Figure 1. M1 wires.
(6 px per µm) Supply wires on this layer in gray. Cells faint in the background.
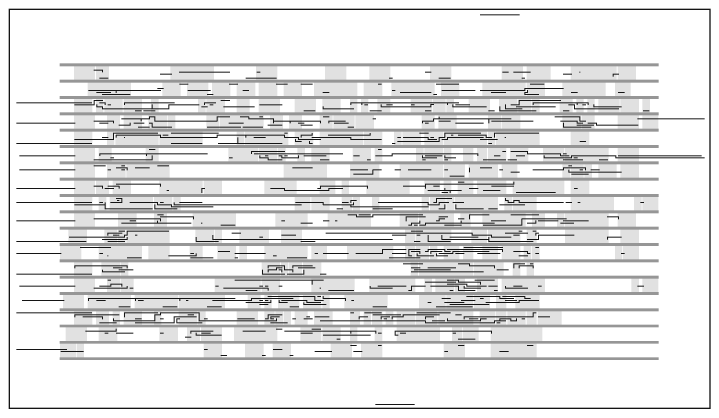
Figure 2. Cells colored by class.
(4 px per µm)
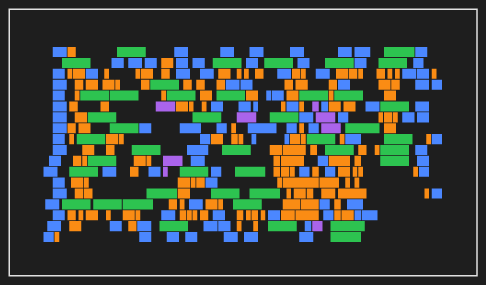
Figure 3. I/O nets highlighted.
(3 px per µm)
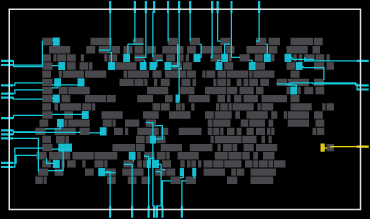
Figure 4. Placement view.
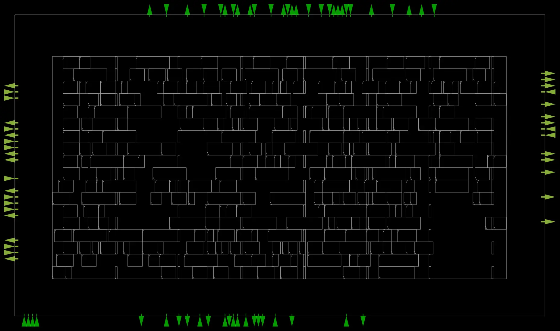
Figure 5. Local utilization.
(4 px per µm) The die is cut into 12 by 7 equal tiles; dark blue is low, red is high, 0 to 100% covered.
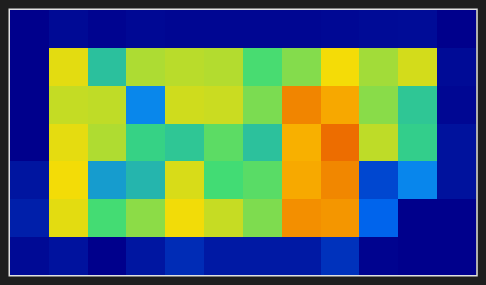
$ cat src/rtl/hpdmc_ddr_wrseq_if.sv
// Write-burst sequencer bus: command handshake, write-data stream and the
// D0/D1/OE controls that feed the DQ, DM and DQS output flip-flops.
interface hpdmc_ddr_wrseq_if;
    logic        start;
    logic        ready;
    logic [31:0] wdata;
    logic [3:0]  wmask;
    logic        wdata_valid;
    logic        wdata_ack;
    logic [15:0] dq_d0;
    logic [15:0] dq_d1;
    logic [1:0]  dm_d0;
    logic [1:0]  dm_d1;
    logic        dq_oe;
    logic        dqs_d0;
    logic        dqs_d1;
    logic        dqs_oe;
    logic        done;
    logic        underrun;

    // Sequencer side
    modport slave (
        input  start, wdata, wmask, wdata_valid,
        output ready, wdata_ack, dq_d0, dq_d1, dm_d0, dm_d1,
               dq_oe, dqs_d0, dqs_d1, dqs_oe, done, underrun
    );

    // Command/data source and PHY side
    modport master (
        output start, wdata, wmask, wdata_valid,
        input  ready, wdata_ack, dq_d0, dq_d1, dm_d0, dm_d1,
               dq_oe, dqs_d0, dqs_d1, dqs_oe, done, underrun
    );
endinterface

$ cat src/rtl/hpdmc_ddr_wrseq.sv
// DDR write-burst sequencer for the 16-bit PHY.
// Accepts one burst command, waits WRITE_LATENCY cycles, then frames the
// burst with a one-cycle DQS preamble, BURST_LEN/2 data cycles and a
// one-cycle postamble. Output registers lag the FSM state by one cycle.
// Optional feature macro: HPDMC_WR_DM_EN (drive DM from wmask and mask
// underrun beats); when undefined the DM outputs are constant 0.
module hpdmc_ddr_wrseq #(
    parameter int BURST_LEN     = 4,
    parameter int WRITE_LATENCY = 1
) (
    input logic              sys_clk,
    input logic              sys_rst,
    hpdmc_ddr_wrseq_if.slave bus
);

    localparam int NBEATS = BURST_LEN / 2;
    localparam int BEAT_W = (NBEATS > 1) ? $clog2(NBEATS) : 1;
    localparam logic [BEAT_W-1:0] LAST_BEAT = BEAT_W'(NBEATS - 1);
    localparam logic [2:0]        WAIT_LOAD = 3'(WRITE_LATENCY - 1);

    typedef enum logic [2:0] {
        S_IDLE,
        S_WAIT,
        S_PRE,
        S_DATA,
        S_POST
    } state_t;

    state_t            state_q, state_d;
    logic [2:0]        wait_q, wait_d;
    logic [BEAT_W-1:0] beat_q, beat_d;

    logic [15:0] dq_d0_q, dq_d0_d;
    logic [15:0] dq_d1_q, dq_d1_d;
    logic        dq_oe_q, dq_oe_d;
    logic        dqs_d0_q, dqs_d0_d;
    logic        dqs_oe_q, dqs_oe_d;
    logic        done_q, done_d;
    logic        underrun_q, underrun_d;

    logic in_data;
    logic beat_underrun;

    assign in_data       = (state_q == S_DATA);
    assign beat_underrun = in_data && !bus.wdata_valid;

    // Next-state logic: accept only from IDLE, then WAIT/PRE/DATA/POST.
    always_comb begin
        // NOTE: every variable gets a default first so no path infers a latch.
        state_d = state_q;
        wait_d  = wait_q;
        beat_d  = beat_q;
        case (state_q)
            S_IDLE: begin
                if (bus.start) begin
                    if (WRITE_LATENCY > 0) begin
                        state_d = S_WAIT;
                        wait_d  = WAIT_LOAD;
                    end else begin
                        state_d = S_PRE;
                    end
                end
            end
            S_WAIT: begin
                if (wait_q == 3'd0) state_d = S_PRE;
                else                wait_d  = wait_q - 3'd1;
            end
            S_PRE: begin
                state_d = S_DATA;
                beat_d  = '0;
            end
            S_DATA: begin
                if (beat_q == LAST_BEAT) state_d = S_POST;
                else                     beat_d  = beat_q + 1'b1;
            end
            S_POST:  state_d = S_IDLE;
            default: state_d = S_IDLE;
        endcase
    end

    // Output register inputs decoded from the current state.
    always_comb begin
        dqs_oe_d   = 1'b0;
        dqs_d0_d   = 1'b0;
        dq_oe_d    = 1'b0;
        done_d     = 1'b0;
        dq_d0_d    = dq_d0_q;
        dq_d1_d    = dq_d1_q;
        underrun_d = underrun_q | beat_underrun;
        case (state_q)
            S_PRE: dqs_oe_d = 1'b1;
            S_DATA: begin
                dqs_oe_d = 1'b1;
                dqs_d0_d = 1'b1;
                dq_oe_d  = 1'b1;
                dq_d0_d  = bus.wdata[15:0];
                dq_d1_d  = bus.wdata[31:16];
            end
            S_POST: begin
                dqs_oe_d = 1'b1;
                done_d   = 1'b1;
            end
            default: ;
        endcase
    end

    // State, counters and output registers with synchronous reset.
    always_ff @(posedge sys_clk) begin
        // NOTE: sequential state uses non-blocking assignments only.
        if (sys_rst) begin
            state_q    <= S_IDLE;
            wait_q     <= '0;
            beat_q     <= '0;
            dq_d0_q    <= '0;
            dq_d1_q    <= '0;
            dq_oe_q    <= 1'b0;
            dqs_d0_q   <= 1'b0;
            dqs_oe_q   <= 1'b0;
            done_q     <= 1'b0;
            underrun_q <= 1'b0;
        end else begin
            state_q    <= state_d;
            wait_q     <= wait_d;
            beat_q     <= beat_d;
            dq_d0_q    <= dq_d0_d;
            dq_d1_q    <= dq_d1_d;
            dq_oe_q    <= dq_oe_d;
            dqs_d0_q   <= dqs_d0_d;
            dqs_oe_q   <= dqs_oe_d;
            done_q     <= done_d;
            underrun_q <= underrun_d;
        end
    end

`ifdef HPDMC_WR_DM_EN
    logic [1:0] dm_d0_q, dm_d0_d;
    logic [1:0] dm_d1_q, dm_d1_d;

    // DM follows wmask on data beats; an underrun beat is fully masked.
    always_comb begin
        dm_d0_d = dm_d0_q;
        dm_d1_d = dm_d1_q;
        if (in_data) begin
            dm_d0_d = beat_underrun ? 2'b11 : bus.wmask[1:0];
            dm_d1_d = beat_underrun ? 2'b11 : bus.wmask[3:2];
        end
    end

    // DM output registers, cleared by reset.
    always_ff @(posedge sys_clk) begin
        if (sys_rst) begin
            dm_d0_q <= 2'b00;
            dm_d1_q <= 2'b00;
        end else begin
            dm_d0_q <= dm_d0_d;
            dm_d1_q <= dm_d1_d;
        end
    end

    assign bus.dm_d0 = dm_d0_q;
    assign bus.dm_d1 = dm_d1_q;
`else
    logic unused_wmask;
    assign unused_wmask = ^bus.wmask;
    assign bus.dm_d0    = 2'b00;
    assign bus.dm_d1    = 2'b00;
`endif

    assign bus.ready     = (state_q == S_IDLE);
    assign bus.wdata_ack = in_data;
    assign bus.dq_d0     = dq_d0_q;
    assign bus.dq_d1     = dq_d1_q;
    assign bus.dq_oe     = dq_oe_q;
    assign bus.dqs_d0    = dqs_d0_q;
    assign bus.dqs_d1    = 1'b0;
    assign bus.dqs_oe    = dqs_oe_q;
    assign bus.done      = done_q;
    assign bus.underrun  = underrun_q;

endmodule
$ cat src/flat_wrapper.sv
// flat-port wrapper written by rule: the top's interface ports become plain ports
module hpdmc_ddr_wrseq_flat 
#(
    parameter int BURST_LEN     = 4,
    parameter int WRITE_LATENCY = 1
)
  (sys_clk, sys_rst, bus_start, bus_wdata, bus_wmask, bus_wdata_valid, bus_ready, bus_wdata_ack, bus_dq_d0, bus_dq_d1, bus_dm_d0, bus_dm_d1, bus_dq_oe, bus_dqs_d0, bus_dqs_d1, bus_dqs_oe, bus_done, bus_underrun);
  hpdmc_ddr_wrseq_if bus_i ();
  input logic sys_clk;
  input logic sys_rst;
  input wire logic [$bits(bus_i.start)-1:0] bus_start;
  input wire logic [$bits(bus_i.wdata)-1:0] bus_wdata;
  input wire logic [$bits(bus_i.wmask)-1:0] bus_wmask;
  input wire logic [$bits(bus_i.wdata_valid)-1:0] bus_wdata_valid;
  output wire logic [$bits(bus_i.ready)-1:0] bus_ready;
  output wire logic [$bits(bus_i.wdata_ack)-1:0] bus_wdata_ack;
  output wire logic [$bits(bus_i.dq_d0)-1:0] bus_dq_d0;
  output wire logic [$bits(bus_i.dq_d1)-1:0] bus_dq_d1;
  output wire logic [$bits(bus_i.dm_d0)-1:0] bus_dm_d0;
  output wire logic [$bits(bus_i.dm_d1)-1:0] bus_dm_d1;
  output wire logic [$bits(bus_i.dq_oe)-1:0] bus_dq_oe;
  output wire logic [$bits(bus_i.dqs_d0)-1:0] bus_dqs_d0;
  output wire logic [$bits(bus_i.dqs_d1)-1:0] bus_dqs_d1;
  output wire logic [$bits(bus_i.dqs_oe)-1:0] bus_dqs_oe;
  output wire logic [$bits(bus_i.done)-1:0] bus_done;
  output wire logic [$bits(bus_i.underrun)-1:0] bus_underrun;
  assign bus_i.start = bus_start;
  assign bus_i.wdata = bus_wdata;
  assign bus_i.wmask = bus_wmask;
  assign bus_i.wdata_valid = bus_wdata_valid;
  assign bus_ready = bus_i.ready;
  assign bus_wdata_ack = bus_i.wdata_ack;
  assign bus_dq_d0 = bus_i.dq_d0;
  assign bus_dq_d1 = bus_i.dq_d1;
  assign bus_dm_d0 = bus_i.dm_d0;
  assign bus_dm_d1 = bus_i.dm_d1;
  assign bus_dq_oe = bus_i.dq_oe;
  assign bus_dqs_d0 = bus_i.dqs_d0;
  assign bus_dqs_d1 = bus_i.dqs_d1;
  assign bus_dqs_oe = bus_i.dqs_oe;
  assign bus_done = bus_i.done;
  assign bus_underrun = bus_i.underrun;
  hpdmc_ddr_wrseq #(.BURST_LEN(BURST_LEN), .WRITE_LATENCY(WRITE_LATENCY)) u_core (.sys_clk(sys_clk), .sys_rst(sys_rst), .bus(bus_i));
endmodule
$ cat config.mk
export PLATFORM = sky130hd
export DESIGN_NAME = hpdmc_ddr_wrseq_flat
export DESIGN_NICKNAME = d
export VERILOG_FILES = /design/src/rtl/hpdmc_ddr_wrseq_if.sv /design/src/rtl/hpdmc_ddr_wrseq.sv /design/src/flat_wrapper.sv
export SDC_FILE = /design/constraint.sdc
export NUM_CORES = 1
export LEC_CHECK = 0
export CORE_ASPECT_RATIO = 0.5
export CORE_MARGIN = 8
export CORE_UTILIZATION = 37
export DETAILED_ROUTE_END_ITERATION = 10
export GPL_TIMING_DRIVEN = 0
export MAX_ROUTING_LAYER = met4
export PLACE_DENSITY_LB_ADDON = 0.12
export SLEW_MARGIN = 20
export SYNTH_ARGS = -nofsm -noshare
export SYNTH_HDL_FRONTEND = slang
export SYNTH_SLANG_ARGS = --single-unit
export TNS_END_PERCENT = 5
$ cat constraint.sdc
create_clock -name sys_clk -period 1.2 [get_ports sys_clk]
set_input_delay 0.24 -clock sys_clk [delete_from_list [all_inputs] [get_ports sys_clk]]
set_output_delay 0.24 -clock sys_clk [all_outputs]
set_load 0.005 [all_outputs]
==> summary.txt <==
Synthesis and place-and-route results.

- The flow ran to the end, but the final reports show violations.
- The checks that failed: setup timing.
- The maximum clock frequency is between 700 and 800 MHz.
- At the floorplan stage, the core utilization is reported as 0.3827.
- Per the CTS log, the buffer count on the longest clock path is 2.
- Per STA, the highest per-stage delay on the worst path measures 360 ps.
- The area of the mapped netlist is 0.001871 mm².
- The first global-routing pass estimated roughly 7600 µm of wire.
- In the final report, the number of hold violations comes to 0.
- The cell count after synthesis came out at 201.
- For this block, the via count after detailed routing is 1622.
- The number of buffers inserted by port buffering is 73.
- Summed over all nets, wire length on met3 after detailed routing comes to 317 µm.
- Endpoints with negative setup slack in the final report add up to 5.
- Traced cell by cell, the critical path runs through buf_6 -> buf_4 -> and4bb_1 -> a21oi_1 -> a32o_1.
- Power comes to 3.032 mW.
- The maximum number of pins on one net before global-route repair is 14.
- The yosys stat cell total is ~200.
- The final timing report lists a max-slew violation count of 0.
- The total overflow left after global routing is 0.
- The worst setup margin is -116.0 ps.
- The number of antenna violations at the first check in global routing is 0.
- The type of the worst setup path is flop to flop.
- The total CTS buffers is 5.
- The script reports the combined buffer and inverter count of the critical path as 2.
- The global routing report lists combined usage of all routing layers as 0.1260.
- The run reported a max-capacitance violation count of 0.
- The number of antenna diodes in the final layout is 0.
- After layout, the minimum clock period comes to around 1300 ps.
- The kind of end point of the critical path is a flop.
- Across the VDD grid, the largest voltage drop is roughly 0.71 mV.
- The slew at the pin closest to its max-slew limit is around 680 ps.
- The number of distinct library cell variants in the gate-level netlist after synthesis is 31.
- The flop and latch count out of synthesis is around 43.
- Counting the fill cells in the layout gives roughly 480.
- Dividing the final minimum period by the clock period gives 1.097.
- After detailed routing, the total wire length is between 4000 and 5000 µm.
- According to the I/O placement log, the pin count is between 80 and 90.
- On met2, the global router reports a usage of 0.2159.
- The share of cells above drive strength 1 is 0.3729.
- The number of detailed-route iterations in the first pass is 4.
- Each instance of the synthesized netlist takes up on average 9.306 µm².
- The clock drives 43 sinks.
Notes on Figure 1 above:
The longest straight run is 29.9 µm. The layer carries 2090 µm of wire. The layer holds 43% of the routed length. The wires run mostly horizontal. 295 nets have wire on it.

Notes on Figure 2 above:
Key: green = registers [cells 43, share of their area 31%]; blue = remaining buffers and delay cells [cells 102, share of their area 33%]; purple = clock drivers and dummy loads [cells 8, share of their area 3.0%]; orange = remaining logic cells [cells 142, share of their area 33%]

Notes on Figure 3 above:
Key: yellow = bus_dqs_d1 [bits 1, direction output, edge right, end cells 1, buffers 1, wire 10.5 µm]; cyan = bus_wdata [bits 32, direction input, edge 11 left, 11 top, 7 bottom, 3 right, end cells 32, buffers 32, wire 690 µm]

Notes on Figure 4 above:
Cell Rows: 18
Core Area: 0.004887 mm²
utilization after layout: 0.5914

Notes on Figure 5 above:
The densest ninth of the die: middle. 9.5% of the tiles are over 75% full. The emptiest ninth of the die: bottom right. 23% of the tiles are nearly empty. The fullest tile reaches 88%.

## power breakdown
group | total [mW] | internal [mW] | leakage, nW | switching (mW)
clock network | 0.887 | 0.407 | 0.0412 | 0.480
logic | 0.624 | 0.346 | 0.815 | 0.279
registers | 1.52 | 1.49 | 0.352 | 0.0343
## synth_stat cells, types with 2 or more instances
master    count  area share
buf_8         3       0.024
inv_1         3      0.0060
o41ai_1       2      0.0094
a21oi_1      10       0.027
dfxtp_1      43        0.46
clkbuf_1      5       0.010
ha_1          2       0.013
buf_2         3      0.0080
buf_4         6       0.024
nor2_1        7       0.014
a21oi_2      28        0.13
nand2_1      39       0.078
nand2_2      28       0.094
nand2b_1      2      0.0067
buf_6         2       0.012
nor3_1        3      0.0080
## state kept, by name, summed over array words and instances (netlist names)
| register | count |
|---|---|
| u_core.bus.dq_d0 | 16 |
| u_core.state_q | 3 |
| u_core.bus.dq_oe | 1 |
| u_core.beat_q | 1 |
| u_core.bus.done | 1 |
| u_core.bus.dq_d1 | 16 |
| u_core.bus.underrun | 1 |
| u_core.wait_q | 3 |
| u_core.bus.dqs_oe | 1 |
## logic make-up after synthesis
family,count (synthesis),synth area share
AND-OR/OR-AND,44,0.1893
AND/OR/NAND/NOR,87,0.2462
flip-flops,43,0.4602
buffers and inverters,24,0.08895
adder cells (fa/ha/maj),2,0.01338
other,1,0.002005
## timing repair
item	4_1_cts	5_1_grt
hold buffers	0	0
pin swaps	2	1
gates resized	66	10
setup endpoints to repair	72	31
gates cloned	0	0
buffers inserted	9	0
## stage by stage
step | hold WS, ps | area, µm² | worst slack [ps]
2_1_floorplan | 366.9 | 1886 | -4.667
3_3_place_gp | 442.9 | 2704 | -536.7
3_5_place_dp | 451.0 | 2704 | -528.9
4_1_cts | 303.5 | 2864 | -130.5
5_1_grt | 359.7 | 2890 | -173.1
6_report | 313.1 | 2890 | -116.0
## layout make-up
class	instances	share of cell area
Clock inverter	2	0.004329
Buffer	20	0.05714
Sequential cell	43	0.3030
Tap cell	70	0.03030
Timing Repair Buffer	82	0.2606
Clock buffer	6	0.02511
Multi-Input combinational cell	138	0.3126
Inverter	4	0.006926
## placed cells by master (no fill, tap or decap), types with 2 or more instances in the layout
master	n
nand2_1	39
dlygate4sd2_1	36
dfxtp_1	35
clkdlybuf4s50_1	34
a21oi_2	29
nand2_2	28
buf_4	15
a21oi_1	9
nor2_1	7
dfxtp_2	6
conb_1	5
clkbuf_8	5
buf_6	4
clkbuf_1	4
buf_2	3
nor3_1	3
inv_2	2
clkbuf_4	2
buf_8	2
o41ai_2	2
dfxtp_4	2
## final timing paths
check	startpoint	endpoint	slack, ps	depth (start not counted)
min	sys_rst	u_core.state_q[0]$_SDFFE_PP0P_	310	2
max reg2reg	u_core.state_q[1]$_SDFFE_PP0P_	u_core.wait_q[2]$_SDFFE_PP0P_	-120	5
max	u_core.state_q[1]$_SDFFE_PP0P_	u_core.wait_q[2]$_SDFFE_PP0P_	-120	5
min reg2reg	u_core.bus.dq_d1[3]$_SDFFE_PP0N_	u_core.bus.dq_d1[3]$_SDFFE_PP0N_	460	2
No activity file was given, so power comes from the tool's default toggle rates.
